### src/rtl/eth_stats_fifo_reader.sv
// AXI4-Lite master that drains the stats collector FIFO: polls occupancy, pops an
// entry, reads its 14 words and delivers them as one 448-bit sample.
module eth_stats_fifo_reader #(
  parameter logic [11:0] base_addr = 12'h000,
  parameter int unsigned poll_gap  = 16
) (
  input  logic         clk,
  input  logic         rst_n,
  input  logic         enable,
  output logic [11:0]  m_axi_awaddr,
  output logic [2:0]   m_axi_awprot,
  output logic         m_axi_awvalid,
  input  logic         m_axi_awready,
  output logic [31:0]  m_axi_wdata,
  output logic [3:0]   m_axi_wstrb,
  output logic         m_axi_wvalid,
  input  logic         m_axi_wready,
  input  logic [1:0]   m_axi_bresp,
  input  logic         m_axi_bvalid,
  output logic         m_axi_bready,
  output logic [11:0]  m_axi_araddr,
  output logic [2:0]   m_axi_arprot,
  output logic         m_axi_arvalid,
  input  logic         m_axi_arready,
  input  logic [31:0]  m_axi_rdata,
  input  logic [1:0]   m_axi_rresp,
  input  logic         m_axi_rvalid,
  output logic         m_axi_rready,
  output logic [447:0] sample_data,
  output logic         sample_valid,
  input  logic         sample_ready,
  output logic         busy,
  output logic         error,
  output logic [31:0]  sample_count
);

  typedef enum logic [3:0] {
    IDLE, OCC_AR, OCC_R, POP_AW, POP_B, DAT_AR, DAT_R, OUT, GAP
  } state_t;

  localparam logic [1:0]  RESP_OKAY = 2'b00;
  localparam logic [11:0] OCC_ADDR  = base_addr + 12'h004;
  localparam logic [11:0] POP_ADDR  = base_addr + 12'h008;
  localparam logic [11:0] DATA_ADDR = base_addr + 12'h010;
  localparam logic [15:0] GAP_LAST  = 16'(poll_gap - 1);

  state_t      state;
  logic [3:0]  idx;
  logic [3:0]  idx_nxt;
  logic [15:0] gap_cnt;
  logic [8:0]  word_lsb;

  assign m_axi_awaddr = POP_ADDR;
  assign m_axi_awprot = 3'b000;
  assign m_axi_arprot = 3'b000;
  assign m_axi_wdata  = 32'd1;
  assign m_axi_wstrb  = 4'hF;

  // Words arrive low half first, fields time..rx_bad; time occupies the MSBs.
  always_comb begin
    idx_nxt  = idx + 4'd1;
    word_lsb = 9'd384 - {idx[3:1], 6'd0} + {3'd0, idx[0], 5'd0};
  end

  always_ff @(posedge clk or negedge rst_n) begin
    if (!rst_n) begin
      state         <= IDLE;
      idx           <= '0;
      gap_cnt       <= '0;
      m_axi_araddr  <= '0;
      m_axi_arvalid <= 1'b0;
      m_axi_rready  <= 1'b0;
      m_axi_awvalid <= 1'b0;
      m_axi_wvalid  <= 1'b0;
      m_axi_bready  <= 1'b0;
      sample_data   <= '0;
      sample_valid  <= 1'b0;
      sample_count  <= '0;
      busy          <= 1'b0;
      error         <= 1'b0;
    end else begin
      case (state)
        IDLE: if (enable && !error) begin
          m_axi_araddr  <= OCC_ADDR;
          m_axi_arvalid <= 1'b1;
          busy          <= 1'b1;
          state         <= OCC_AR;
        end
        OCC_AR: if (m_axi_arready) begin
          m_axi_arvalid <= 1'b0;
          m_axi_rready  <= 1'b1;
          state         <= OCC_R;
        end
        OCC_R: if (m_axi_rvalid) begin
          m_axi_rready <= 1'b0;
          if (m_axi_rresp != RESP_OKAY) begin
            error <= 1'b1;
            busy  <= 1'b0;
            state <= IDLE;
          end else if (m_axi_rdata[15:0] == 16'd0) begin
            gap_cnt <= GAP_LAST;
            state   <= GAP;
          end else begin
            m_axi_awvalid <= 1'b1;
            m_axi_wvalid  <= 1'b1;
            state         <= POP_AW;
          end
        end
        POP_AW: begin
          // A channel whose valid is already low has finished its handshake.
          if (m_axi_awready) m_axi_awvalid <= 1'b0;
          if (m_axi_wready)  m_axi_wvalid  <= 1'b0;
          if ((m_axi_awready || !m_axi_awvalid) && (m_axi_wready || !m_axi_wvalid)) begin
            m_axi_bready <= 1'b1;
            state        <= POP_B;
          end
        end
        POP_B: if (m_axi_bvalid) begin
          m_axi_bready <= 1'b0;
          if (m_axi_bresp == RESP_OKAY) begin
            idx           <= '0;
            m_axi_araddr  <= DATA_ADDR;
            m_axi_arvalid <= 1'b1;
            state         <= DAT_AR;
          end else begin
            error <= 1'b1;
            busy  <= 1'b0;
            state <= IDLE;
          end
        end
        DAT_AR: if (m_axi_arready) begin
          m_axi_arvalid <= 1'b0;
          m_axi_rready  <= 1'b1;
          state         <= DAT_R;
        end
        DAT_R: if (m_axi_rvalid) begin
          m_axi_rready <= 1'b0;
          if (m_axi_rresp != RESP_OKAY) begin
            error       <= 1'b1;
            sample_data <= '0;
            busy        <= 1'b0;
            state       <= IDLE;
          end else begin
            sample_data[word_lsb +: 32] <= m_axi_rdata;
            if (idx == 4'd13) begin
              sample_valid <= 1'b1;
              state        <= OUT;
            end else begin
              idx           <= idx_nxt;
              m_axi_araddr  <= DATA_ADDR + {6'd0, idx_nxt, 2'b00};
              m_axi_arvalid <= 1'b1;
              state         <= DAT_AR;
            end
          end
        end
        OUT: if (sample_ready) begin
          sample_valid <= 1'b0;
          sample_count <= sample_count + 32'd1;
          if (enable) begin
            m_axi_araddr  <= OCC_ADDR;
            m_axi_arvalid <= 1'b1;
            state         <= OCC_AR;
          end else begin
            busy  <= 1'b0;
            state <= IDLE;
          end
        end
        GAP: begin
          if (gap_cnt == 16'd0) begin
            if (enable) begin
              m_axi_araddr  <= OCC_ADDR;
              m_axi_arvalid <= 1'b1;
              state         <= OCC_AR;
            end else begin
              busy  <= 1'b0;
              state <= IDLE;
            end
          end else begin
            gap_cnt <= gap_cnt - 16'd1;
          end
        end
        default: state <= IDLE;
      endcase
    end
  end

endmodule
### config.mk
export PLATFORM = sky130hd
export DESIGN_NAME = eth_stats_fifo_reader
export DESIGN_NICKNAME = d
export VERILOG_FILES = /design/src/rtl/eth_stats_fifo_reader.sv
export SDC_FILE = /design/constraint.sdc
export NUM_CORES = 1
export LEC_CHECK = 0
export CORE_AREA = 2 2 234 236
export DETAILED_ROUTE_END_ITERATION = 12
export DIE_AREA = 0 0 236 238
export PLACE_DENSITY = 0.74
export SETUP_SLACK_MARGIN = 0.5
export SYNTH_ARGS = -nofsm -noshare
export SYNTH_HDL_FRONTEND = slang
export SYNTH_SLANG_ARGS = --single-unit
### constraint.sdc
create_clock -name clk -period 3.53 [get_ports clk]
set_input_delay 0.5295 -clock clk [delete_from_list [all_inputs] [get_ports clk]]
set_output_delay 0.5295 -clock clk [all_outputs]
set_load 0.02 [all_outputs]
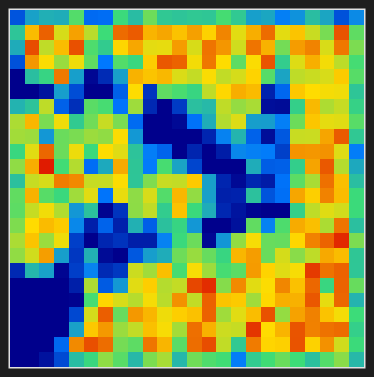
Fig. 1. Placement density heat map (run 1).
Drawn at 1.5 px/um. The die is cut into 24 by 24 equal tiles; dark blue is low, red is high, 0 to 100% covered.
26% of the tiles are over 75% full. The fullest tile reaches 97%. 9.0% of the tiles are nearly empty. The mean over all tiles is 52%.

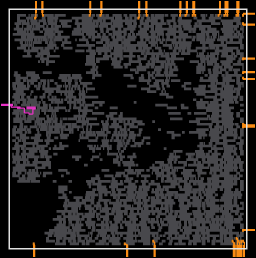
Fig. 2. I/O nets highlighted (run 1).
Drawn at 1 px/um.
m_axi_wdata: marked orange, direction output, edge 15 north, 9 south, 8 east, end cells 32, buffers 0, wire 152 um. error: marked magenta, direction output, edge west, end cells 1, buffers 1, wire 41.4 um.

==> flow_summary.ini, run 1 <==
; synthesis and place-and-route metrics
[setup_path]
critPathLaunchType = flop
crit_required_ns = 4.07
critPathSlowestCell = or4_4
reg2reg_to = sample_data[152]$_DFFE_PN0P_

[global_routing]
gr-usage-met1_pct = 37.9
globalRoute.busiestLayer = met2
antenna_found_initial = 0
globalRouteMet2Util_pct = 45.7
grt.total_usage_pct = 28.4
grt_util_met3_pct = 6.00

[placed_design]
post-dp-hpwl_um = 56000

[layout]
utilization_pct = 56.4
comb_area_share_pct = 26.8
n_all_buffers = 624
area_growth_syn_to_layout_pct = 38.6
largest_reg_flops = 448
final_cell_area_um2 = 30100
numSequentialCells = 517
nMultiInputCombCells = 1111
flop_area_um2 = 12900
antenna_cells = 0
inv_count = 19
nClkBuffers = 74
reg_top3 = sample_data x448, sample_count x32, gap_cnt x16

[logic_synthesis]
synthArstFlopShare_pct = 100
numSynthFlops = 517
synth-edff-count = 0
top_area_cell = dfrtp_1
ys_cells = 1819
synth-adder-area-share_pct = 0.506
synth.logic.top_family = AND-OR/OR-AND gates
flop_cell = dfrtp_1
synthCells = 1819
yosysMostFrequentCell = dfrtp_1

[pwr]
finalPower_mw = 15.0
seqPwrFrac_pct = 42.1
clockPowerShare_pct = 40.6
p_clk_mw = 6.11
leakagePower_nw = 13.5

[cts]
clkTransAtPathRegs_ns = 0.06
cts_sinks = 517

[sta]
worst_slew_pin_slew_ns = 1.21
period_needed_ns = 2.92
hold_viol = 0
finalSetupViolations = 0
fmax_mhz = 342
rsz0062_at_grt = no
holdWs_ns = 0.484

[floorplanning]
n_tap_cell = 696
dieWidth_um = 236

[route]
viasPerCell = 5.91
first_pass_iters = 5
finalWirelength_um = 81800

[status]
status = complete, no violations
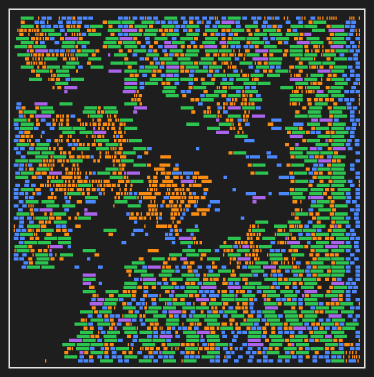
Fig. 3. Placed cells, one colour a class (run 1).
Drawn at 1.5 px/um.
flops: marked green, cells 517, share of their area 44%. other buffers and delay cells: marked blue, cells 624, share of their area 21%. clock drivers and dummy loads: marked purple, cells 102, share of their area 6.6%. combinational and other logic: marked orange, cells 1,130, share of their area 28%.
flop share of the area: 42.9%
core area: 53,500 um^2
Rows: 85

## Run 2: what changed since run 1
==> constraint.sdc (replaced) <==
create_clock -name clk -period 2.7 [get_ports clk]
set_input_delay 0.405 -clock clk [delete_from_list [all_inputs] [get_ports clk]]
set_output_delay 0.405 -clock clk [all_outputs]
set_load 0.02 [all_outputs]
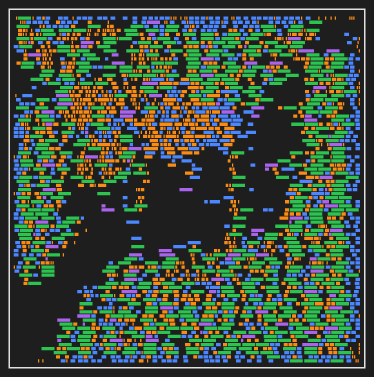
Fig. 4. Placed cells, one colour a class (run 2).
Drawn at 1.5 px/um.
final instance area: 32,000 um^2
Final Core Density: 59.8%
flop share of the area: 40.4%

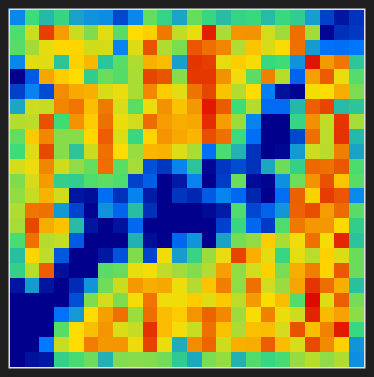
Fig. 5. Placement density heat map (run 2).
Drawn at 1.5 px/um. The die is cut into 24 by 24 equal tiles; dark blue is low, red is high, 0 to 100% covered.
fp_density: 40.7%

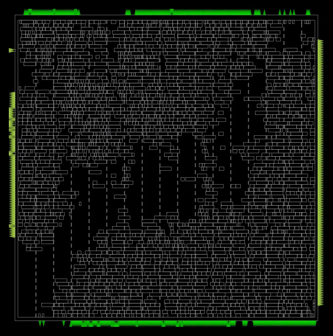
Fig. 6. Cell placement (run 2).
Flop Count: 517
Filler Cell Count: 4,138
tap cells: 696

==> run 2 against run 1 <==
Routed wire length increased by 7.1%; synthesized cell count unchanged; sequential share of layout area decreased by 2.5 points; maximum frequency increased by 22%; count of clock-buffer cells in the layout decreased by 1; area after synthesis unchanged; clock power increased by 28%; flip-flop count unchanged; register-to-register slack got worse by 0.30 ns; largest cell class unchanged.
==> flow_summary.ini, run 2 <==
; synthesis and place-and-route metrics
[status]
status = complete, no violations

[setup_path]
critPathSlowestCell = dfrtp_2
crit_required_ns = 3.24
critPathLaunchType = flop
reg2reg_to = sample_data[99]$_DFFE_PN0P_

[sta]
finalSetupViolations = 0
rsz0062_at_grt = yes
holdWs_ns = 0.330
worst_slew_pin_slew_ns = 0.743
period_needed_ns = 2.39

[global_routing]
grt_util_met3_pct = 6.18
grt.total_usage_pct = 29.2
antenna_found_initial = 2
gr-usage-met1_pct = 38.2

[layout]
n_all_buffers = 732
inv_count = 19
nMultiInputCombCells = 1117
nClkBuffers = 73
comb_area_share_pct = 27.1
antenna_cells = 0
area_growth_syn_to_layout_pct = 47.2
flop_area_um2 = 12900
largest_reg_flops = 448
reg_top3 = sample_data x448, sample_count x32, gap_cnt x16

[floorplanning]
dieWidth_um = 236
num_rows = 85
core_um2 = 53500

[logic_synthesis]
yosysMostFrequentCell = dfrtp_1
synth-edff-count = 0
synthArstFlopShare_pct = 100
numSynthFlops = 517
top_area_cell = dfrtp_1
synth.logic.top_family = AND-OR/OR-AND gates
ys_cells = 1819
synthCells = 1819

[cts]
cts_sinks = 517

[pwr]
leakagePower_nw = 14.4
finalPower_mw = 20.6
clockPowerShare_pct = 38.0
p_clk_mw = 7.83
No activity file was given, so power comes from the tool's default toggle rates.
